[src/rtl/sort_sequencer.sv]
// Bubble-sort sequencer for the 16x8 data memory upstream: reads the element
// count word, sorts BASE..BASE+last in place, pulses done and reports swaps.
// Define SORT_DESC_EN for a descending sort (same timing).
module sort_sequencer #(
    parameter int DATA_W    = 8,
    parameter int ADDR_W    = 4,
    parameter int BASE      = 0,
    parameter int LAST_ADDR = 8
) (
    input  logic              clk,
    input  logic              reset,
    input  logic              start,
    output logic [ADDR_W-1:0] mem_raddr,
    input  logic [DATA_W-1:0] mem_rdata,
    output logic [ADDR_W-1:0] mem_waddr,
    output logic [DATA_W-1:0] mem_wdata,
    output logic              mem_we,
    output logic              busy,
    output logic              done,
    output logic [7:0]        swap_count
);

    // state     | meaning
    // IDLE      | waiting for start
    // LOAD_LAST | read index of final element, clamp, set up first pass
    // RD_A      | read element i
    // RD_B      | read element i+1, decide swap
    // WR_A      | write b to i
    // WR_B      | write a to i+1, count swap
    // NEXT      | advance index or close the pass
    // DONE      | one-cycle completion pulse
    typedef enum logic [2:0] {
        S_IDLE, S_LOAD_LAST, S_RD_A, S_RD_B, S_WR_A, S_WR_B, S_NEXT, S_DONE
    } state_t;

    localparam logic [ADDR_W-1:0] LP_BASE = ADDR_W'(BASE);
    localparam logic [ADDR_W-1:0] LP_LAST = ADDR_W'(LAST_ADDR);
    localparam logic [ADDR_W-1:0] LP_SPAN = ADDR_W'(LAST_ADDR - BASE);

    state_t              r_state, w_next;
    logic [ADDR_W-1:0]   r_i, r_bound;
    logic [DATA_W-1:0]   r_a, r_b;
    logic                r_swapped;
    logic [7:0]          r_swap_count;

    logic [ADDR_W-1:0]   w_last_raw, w_last, w_i_inc;
    logic                w_more, w_swap, w_finish;

    assign w_last_raw = mem_rdata[ADDR_W-1:0];
    // An out-of-range count word would walk into the count word itself.
    assign w_last     = (w_last_raw >= LP_SPAN) ? (LP_SPAN - ADDR_W'(1)) : w_last_raw;
    assign w_i_inc    = r_i + ADDR_W'(1);
    assign w_more     = (w_i_inc < r_bound);
    assign w_finish   = !r_swapped || (r_bound == ADDR_W'(1));

`ifdef SORT_DESC_EN
    assign w_swap = (r_a < mem_rdata);
`else
    assign w_swap = (r_a > mem_rdata);
`endif

    always_ff @(posedge clk or posedge reset) begin
        if (reset) r_state <= S_IDLE;
        else       r_state <= w_next;
    end

    always_comb begin
        w_next = r_state;
        case (r_state)
            S_IDLE:      if (start) w_next = S_LOAD_LAST;
            S_LOAD_LAST: w_next = (w_last == '0) ? S_DONE : S_RD_A;
            S_RD_A:      w_next = S_RD_B;
            S_RD_B:      w_next = w_swap ? S_WR_A : S_NEXT;
            S_WR_A:      w_next = S_WR_B;
            S_WR_B:      w_next = S_NEXT;
            S_NEXT:      w_next = (w_more || !w_finish) ? S_RD_A : S_DONE;
            S_DONE:      w_next = S_IDLE;
            default:     w_next = S_IDLE;
        endcase
    end

    always_ff @(posedge clk or posedge reset) begin
        if (reset) begin
            r_i          <= '0;
            r_bound      <= '0;
            r_a          <= '0;
            r_b          <= '0;
            r_swapped    <= 1'b0;
            r_swap_count <= '0;
        end else begin
            case (r_state)
                S_IDLE: if (start) r_swap_count <= '0;
                S_LOAD_LAST: begin
                    r_bound   <= w_last;
                    r_i       <= '0;
                    r_swapped <= 1'b0;
                end
                S_RD_A: r_a <= mem_rdata;
                S_RD_B: r_b <= mem_rdata;
                S_WR_B: begin
                    r_swapped <= 1'b1;
                    if (r_swap_count != 8'hFF) r_swap_count <= r_swap_count + 8'd1;
                end
                S_NEXT: begin
                    if (w_more) begin
                        r_i <= w_i_inc;
                    end else if (!w_finish) begin
                        r_bound   <= r_bound - ADDR_W'(1);
                        r_i       <= '0;
                        r_swapped <= 1'b0;
                    end
                end
                default: ;
            endcase
        end
    end

    always_comb begin
        mem_raddr = '0;
        mem_waddr = '0;
        mem_wdata = '0;
        mem_we    = 1'b0;
        busy      = 1'b0;
        done      = 1'b0;
        case (r_state)
            S_LOAD_LAST: begin
                busy      = 1'b1;
                mem_raddr = LP_LAST;
            end
            S_RD_A: begin
                busy      = 1'b1;
                mem_raddr = LP_BASE + r_i;
            end
            S_RD_B: begin
                busy      = 1'b1;
                mem_raddr = LP_BASE + w_i_inc;
            end
            S_WR_A: begin
                busy      = 1'b1;
                mem_we    = 1'b1;
                mem_waddr = LP_BASE + r_i;
                mem_wdata = r_b;
            end
            S_WR_B: begin
                busy      = 1'b1;
                mem_we    = 1'b1;
                mem_waddr = LP_BASE + w_i_inc;
                mem_wdata = r_a;
            end
            S_NEXT:  busy = 1'b1;
            S_DONE:  done = 1'b1;
            default: ;
        endcase
    end

    assign swap_count = r_swap_count;

endmodule

[config.mk]
export PLATFORM = sky130hd
export DESIGN_NAME = sort_sequencer
export DESIGN_NICKNAME = d
export VERILOG_FILES = /design/src/rtl/sort_sequencer.sv
export SDC_FILE = /design/constraint.sdc
export NUM_CORES = 1
export LEC_CHECK = 0
export CORE_MARGIN = 10
export CORE_UTILIZATION = 57
export DETAILED_ROUTE_END_ITERATION = 7
export PLACE_DENSITY = 0.85
export SLEW_MARGIN = 25
export SYNTH_ARGS = -nofsm -noshare
export SYNTH_HDL_FRONTEND = slang
export SYNTH_SLANG_ARGS = --single-unit
[constraint.sdc]
create_clock -name clk -period 6.6 [get_ports clk]
set_input_delay 0.66 -clock clk [delete_from_list [all_inputs] [get_ports clk]]
set_output_delay 0.66 -clock clk [all_outputs]
set_load 0.03 [all_outputs]
==> flow_summary.yaml, run 1 <==
# yosys + openroad results
outcome:
  status: "finished, final reports clean"
cells_and_area:
  comb_share_pct: 44.9
  num-nets-final: 307
  num-multi-input-gates: 178
  layout-drive-gt1-share_pct: 8.54
  postLayoutCellArea_mm2: 0.00275
  dominant_logic_cell_type_in_the_layout: "clkdlybuf4s50_1"
  layout.cells.most_common_list: "clkdlybuf4s50_1, dfrtp_1, nor2_1"
  largest_class: "combinational gates"
  total_of_clock_buffers_placed_in_the_layout: 7
  non_clock_inverter_count: 22
  n_sequential_cell: 36
critical_path:
  cp_slowest_cell: "dfrtp_1"
  worstPathArrival_ns: 2.40
  worst_setup_path_start_kind: "flop"
  critical_path_depth: 4
  cp_slowest_stage_delay_ns: 0.94
  buffers_plus_inverters_on_the_worst_setup_path: 1
  timing.critical_path.from: "r_state[0]"
  crit_chain: "nand4_1 -> xor2_1 -> nor2_1 -> clkdlybuf4s50_1"
  worst_setup_path_endpoint: "mem_waddr[3]"
  regToRegSetupSlack_ns: 4.25
global_route:
  grtUsageTotal_pct: 15.9
  antenna_found_initial: 0
  met2_usage_pct: 25.5
  number_of_global_route_vias_before_repair: 1906
  grtUsageMet3_pct: 4.98
power_and_ir_drop:
  power.density_cell_area_mw_per_mm2: 447
  power.largest_group: "combinational cells"
  totalPowerFinal_mw: 1.23
  total_leakage_power_nw: 1.24
  comb_power_share_pct: 51.0
  internal_power_uw: 684
  seq_cell_power_uw: 433
  pwr-share-seq_pct: 35.2
logic_synthesis:
  postSynthAreaPerCell_um2: 9.23
  synth_simple_gate_area_share_pct: 19.0
  synth.largest_area_cell: "dfrtp_1"
  post_synth_xor_area_fraction_pct: 2.32
  synth-async-reset-ratio_pct: 100
  synth.cellmix.compoundShare_pct: 15.3
  ys_top_cells_by_area: "dfrtp_1, ha_1, mux2i_1, nor2_1, mux2_2"
  synth.ff_latch_count: 36
  netlist_area_before_placement_mm2: 0.00226
  synth.logic.top_family: "simple AND/OR/NAND/NOR gates"
  synthCells: 245
  top_cell_area_share_pct: 39.8
  yosys_warnings: 0
  synth-edff-count: 0
  post_synthesis_share_of_cell_area_spent_on_full_adders_half_adders_and_majority_gates_pct: 8.30
  fp_nets: 271
  common_cells: "dfrtp_1, nor2_1, inv_1, nand2_1"
timing:
  tns_ns: 0
  timing.max_slew.rel_slack_pct: 39.3
  worst_setup_slack_final_ns: 3.54
  cycle_use_final_pct: 46.3
  final.min_clock_period_ns: 3.06
die:
  die_h_um: 83.0
  floorplan.rows: 22
  die_area_mm2: 0.00689
  fp_util_pct: 60.4
  io_pins: 38
  fp.dieW_um: 83.0
detailed_routing:
  detail_route.wirelength_um: 5410
  met3RoutedLength_um: 355
  drt_iter0_markers: 180
  route.antenna.remaining_nets: 0
  post-route-drc-count: 0
  drt_first_pass_iters: 4
  topRoutingLayerUsed: "met4"
  met2_length_um: 2630
  drt-wirelength-per-cell_um: 16.4
clocking:
  postCtsResizedCells: 0
  cts_root_buffer: "clkbuf_8"
  number_of_buffers_added_by_the_clock_tree_synthesis_step: 5
  ctsLongestPathBuffers: 2
  post_cts_hold_buffers: 0
  cts_num_sinks: 36
  cts.reportedPaths.clkPinSlew_ns: 0.07
worst_hold_path:
  timing.hold.worst.class: "flop to flop"
  hold_depth: 2
  min-delay-start: "r_b[5]"
flow_run:
  drv_cap: 0
  log.warning_count: 27
placed_design:
  place_ws_ns: 3.86
  placed_area_mm2: 0.00266
  routabilityCongestion: 0.841
  post-dp-hpwl_um: 3770
==> run_1/met1.png <==
(3 px per µm) Supply wires on this layer in gray.
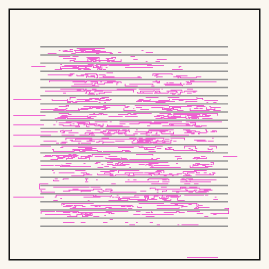
- nets with wire on the layer: 283
- wire length on this layer: 2,350 µm
- longest straight run: 25.8 µm

==> run_1/final_clocks.png <==
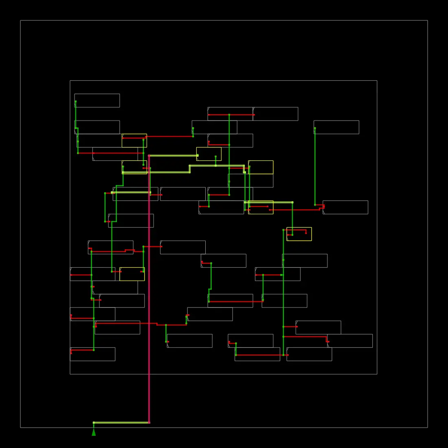
later-pin clock latency in the skew report: 0.28 ns
post-route clock skew: 0.00356 ns
power in the clock group: 170 µW

==> run_1/clock_map.png <==
(4 px per µm)
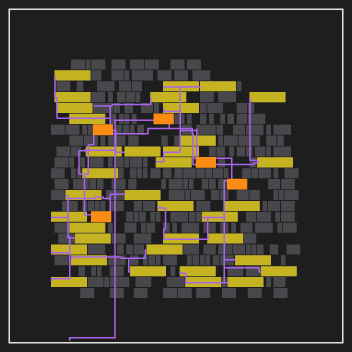
- yellow: flip-flops (count 36)
- orange: cells driving clock nets (count 5)
- purple: clock wires (length 490 µm)
- routed clock nets: 6
clock share of power: 13.8%

==> run_1/density.png <==
(4 px per µm) The die is cut into 8 by 8 equal tiles; white is low, dark blue is high, 0 to 100% covered.
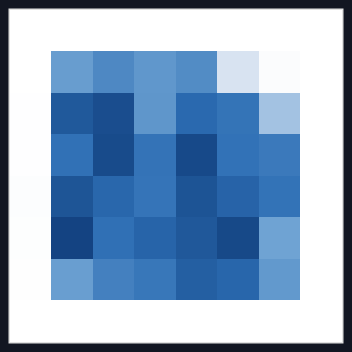
- mean over tiles: 39%
- fullest tile: 92%
- emptiest ninth of the die: upper right
Final Util: 73.6%
Core Region: 0.00374 mm²

==> run_1/met3.png <==
(6 px per µm)
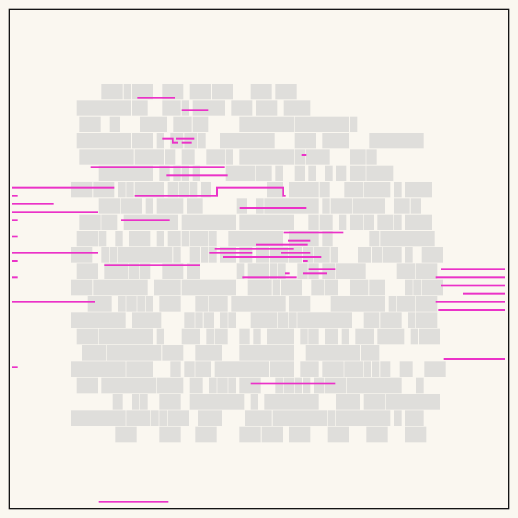

--- run 2 (diff from run 1) ---
CORE_UTILIZATION = 48   (was 57)
PLACE_DENSITY = 0.76   (was 0.85)
clock period = 2.65 ns   (was 6.6 ns; I/O delays follow)
==> run_2/met3.png <==
(6 px per µm)
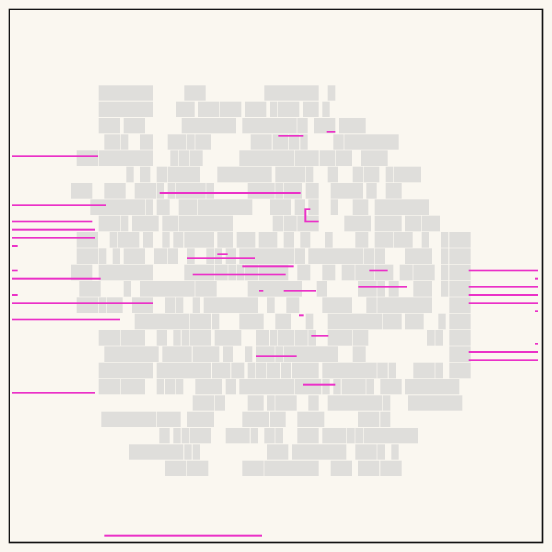
- wire length on this layer: 334 µm
- longest straight run: 26.0 µm
- share of all routed wire: 6.5%
- main direction: horizontal

==> run_2/final_clocks.png <==
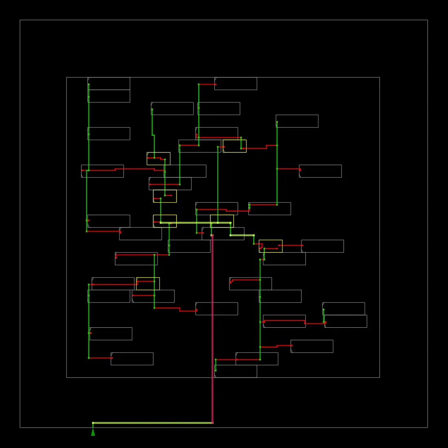
number of clock sinks seen by CTS: 36
number of buffers added by the clock tree synthesis step: 5
power in the clock group: 415 µW
final sequential cell count: 36

==> run 2 against run 1 <==
Compared with the run above:
- die size increased by 14%
- non-clock buffer count increased by 3
- clock skew increased by 0.0043 ns
- cell count increased by 2.1%
- design area increased by 1.0%
- flip-flop count unchanged
- clock power increased by 140%
- first-iteration DRC count decreased by 37%
- wire length decreased by 5.0%
- via count decreased by 0.26%
- core utilization decreased by 11 points
==> flow_summary.yaml, run 2 <==
# yosys + openroad results
detailed_routing:
  post-route-drc-count: 0
  met2_length_um: 2310
  met3RoutedLength_um: 333
  topRoutingLayerUsed: "met4"
  drt_first_pass_iters: 4
  detail_route.wirelength_um: 5140
  route.antenna.remaining_nets: 0
  drt-wirelength-per-cell_um: 15.3
  drt_iter0_markers: 113
logic_synthesis:
  synth.cellmix.compoundShare_pct: 15.3
  synth_simple_gate_area_share_pct: 19.0
  post_synthesis_share_of_cell_area_spent_on_full_adders_half_adders_and_majority_gates_pct: 8.30
  post_synth_xor_area_fraction_pct: 2.32
  netlist_area_before_placement_mm2: 0.00226
  synth.ff_latch_count: 36
  common_cells: "dfrtp_1, nor2_1, inv_1, nand2_1"
  synthCells: 245
  synth.logic.top_family: "simple AND/OR/NAND/NOR gates"
  postSynthAreaPerCell_um2: 9.23
  top_cell_area_share_pct: 39.8
  synth-edff-count: 0
power_and_ir_drop:
  power.largest_group: "combinational cells"
  comb_power_share_pct: 52.4
  total_leakage_power_nw: 1.25
  seq_cell_power_mw: 1.03
  totalPowerFinal_mw: 3.05
  internal_power_mw: 1.72
critical_path:
  critical_path_depth: 4
  worst_setup_path_start_kind: "flop"
  buffers_plus_inverters_on_the_worst_setup_path: 2
  worstPathArrival_ns: 2.25
  cp_slowest_stage_delay_ns: 0.78
  regToRegSetupSlack_ns: 0.35
  worst_setup_path_endpoint: "mem_wdata[6]"
  cp_slowest_cell: "dfrtp_1"
placed_design:
  placed_area_mm2: 0.00269
  place_ws_ns: 0.380
  post-dp-hpwl_um: 3840
worst_hold_path:
  timing.hold.worst.class: "input pin to async pin"
outcome:
  status: "finished, final reports clean"
flow_run:
  drv_cap: 0
  log.warning_count: 27
timing:
  cycle_use_final_pct: 95.1
  fin_skew_ns: 0.00781
  worst_setup_slack_final_ns: 0.130
  final.min_clock_period_ns: 2.52
cells_and_area:
  layout-drive-gt1-share_pct: 9.51
  comb_share_pct: 44.4
  num-nets-final: 310
  dominant_logic_cell_type_in_the_layout: "clkdlybuf4s50_1"
  layout.cells.most_common_list: "clkdlybuf4s50_1, dfrtp_1, nor2_1"
  non_clock_inverter_count: 22
die:
  io_pins: 38
  die_area_mm2: 0.00786
  fp.dieW_um: 88.6
  die_h_um: 88.6
  floorplan.rows: 24
clocking:
  cts_root_buffer: "clkbuf_8"
  postCtsResizedCells: 0
  post_cts_hold_buffers: 0
  cts.reportedPaths.clkPinSlew_ns: 0.07
  clkLatencyLatePin_ns: 0.28
  ctsLongestPathBuffers: 2
global_route:
  number_of_global_route_vias_before_repair: 1855
  met2_usage_pct: 22.4
  antenna_found_initial: 0
  grtUsageMet3_pct: 3.58
  grtUsageTotal_pct: 13.5
==> run_2/density.png <==
(4 px per µm) The die is cut into 9 by 9 equal tiles; white is low, dark blue is high, 0 to 100% covered.
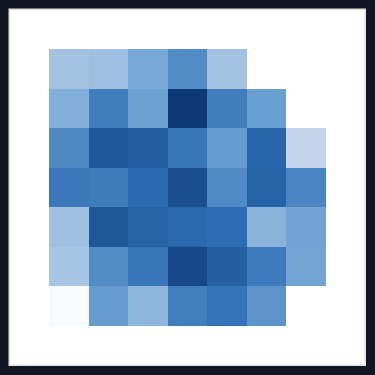
- fullest tile: 97%
- nearly empty tiles: 44%
- densest ninth of the die: center
- tiles over 75% full: 16%
- mean over tiles: 35%
- emptiest ninth of the die: upper right
initial core utilization: 50.9%
Core Region: 0.00444 mm²
Final Util: 62.6%

Power is estimated from default activity; no workload was simulated.
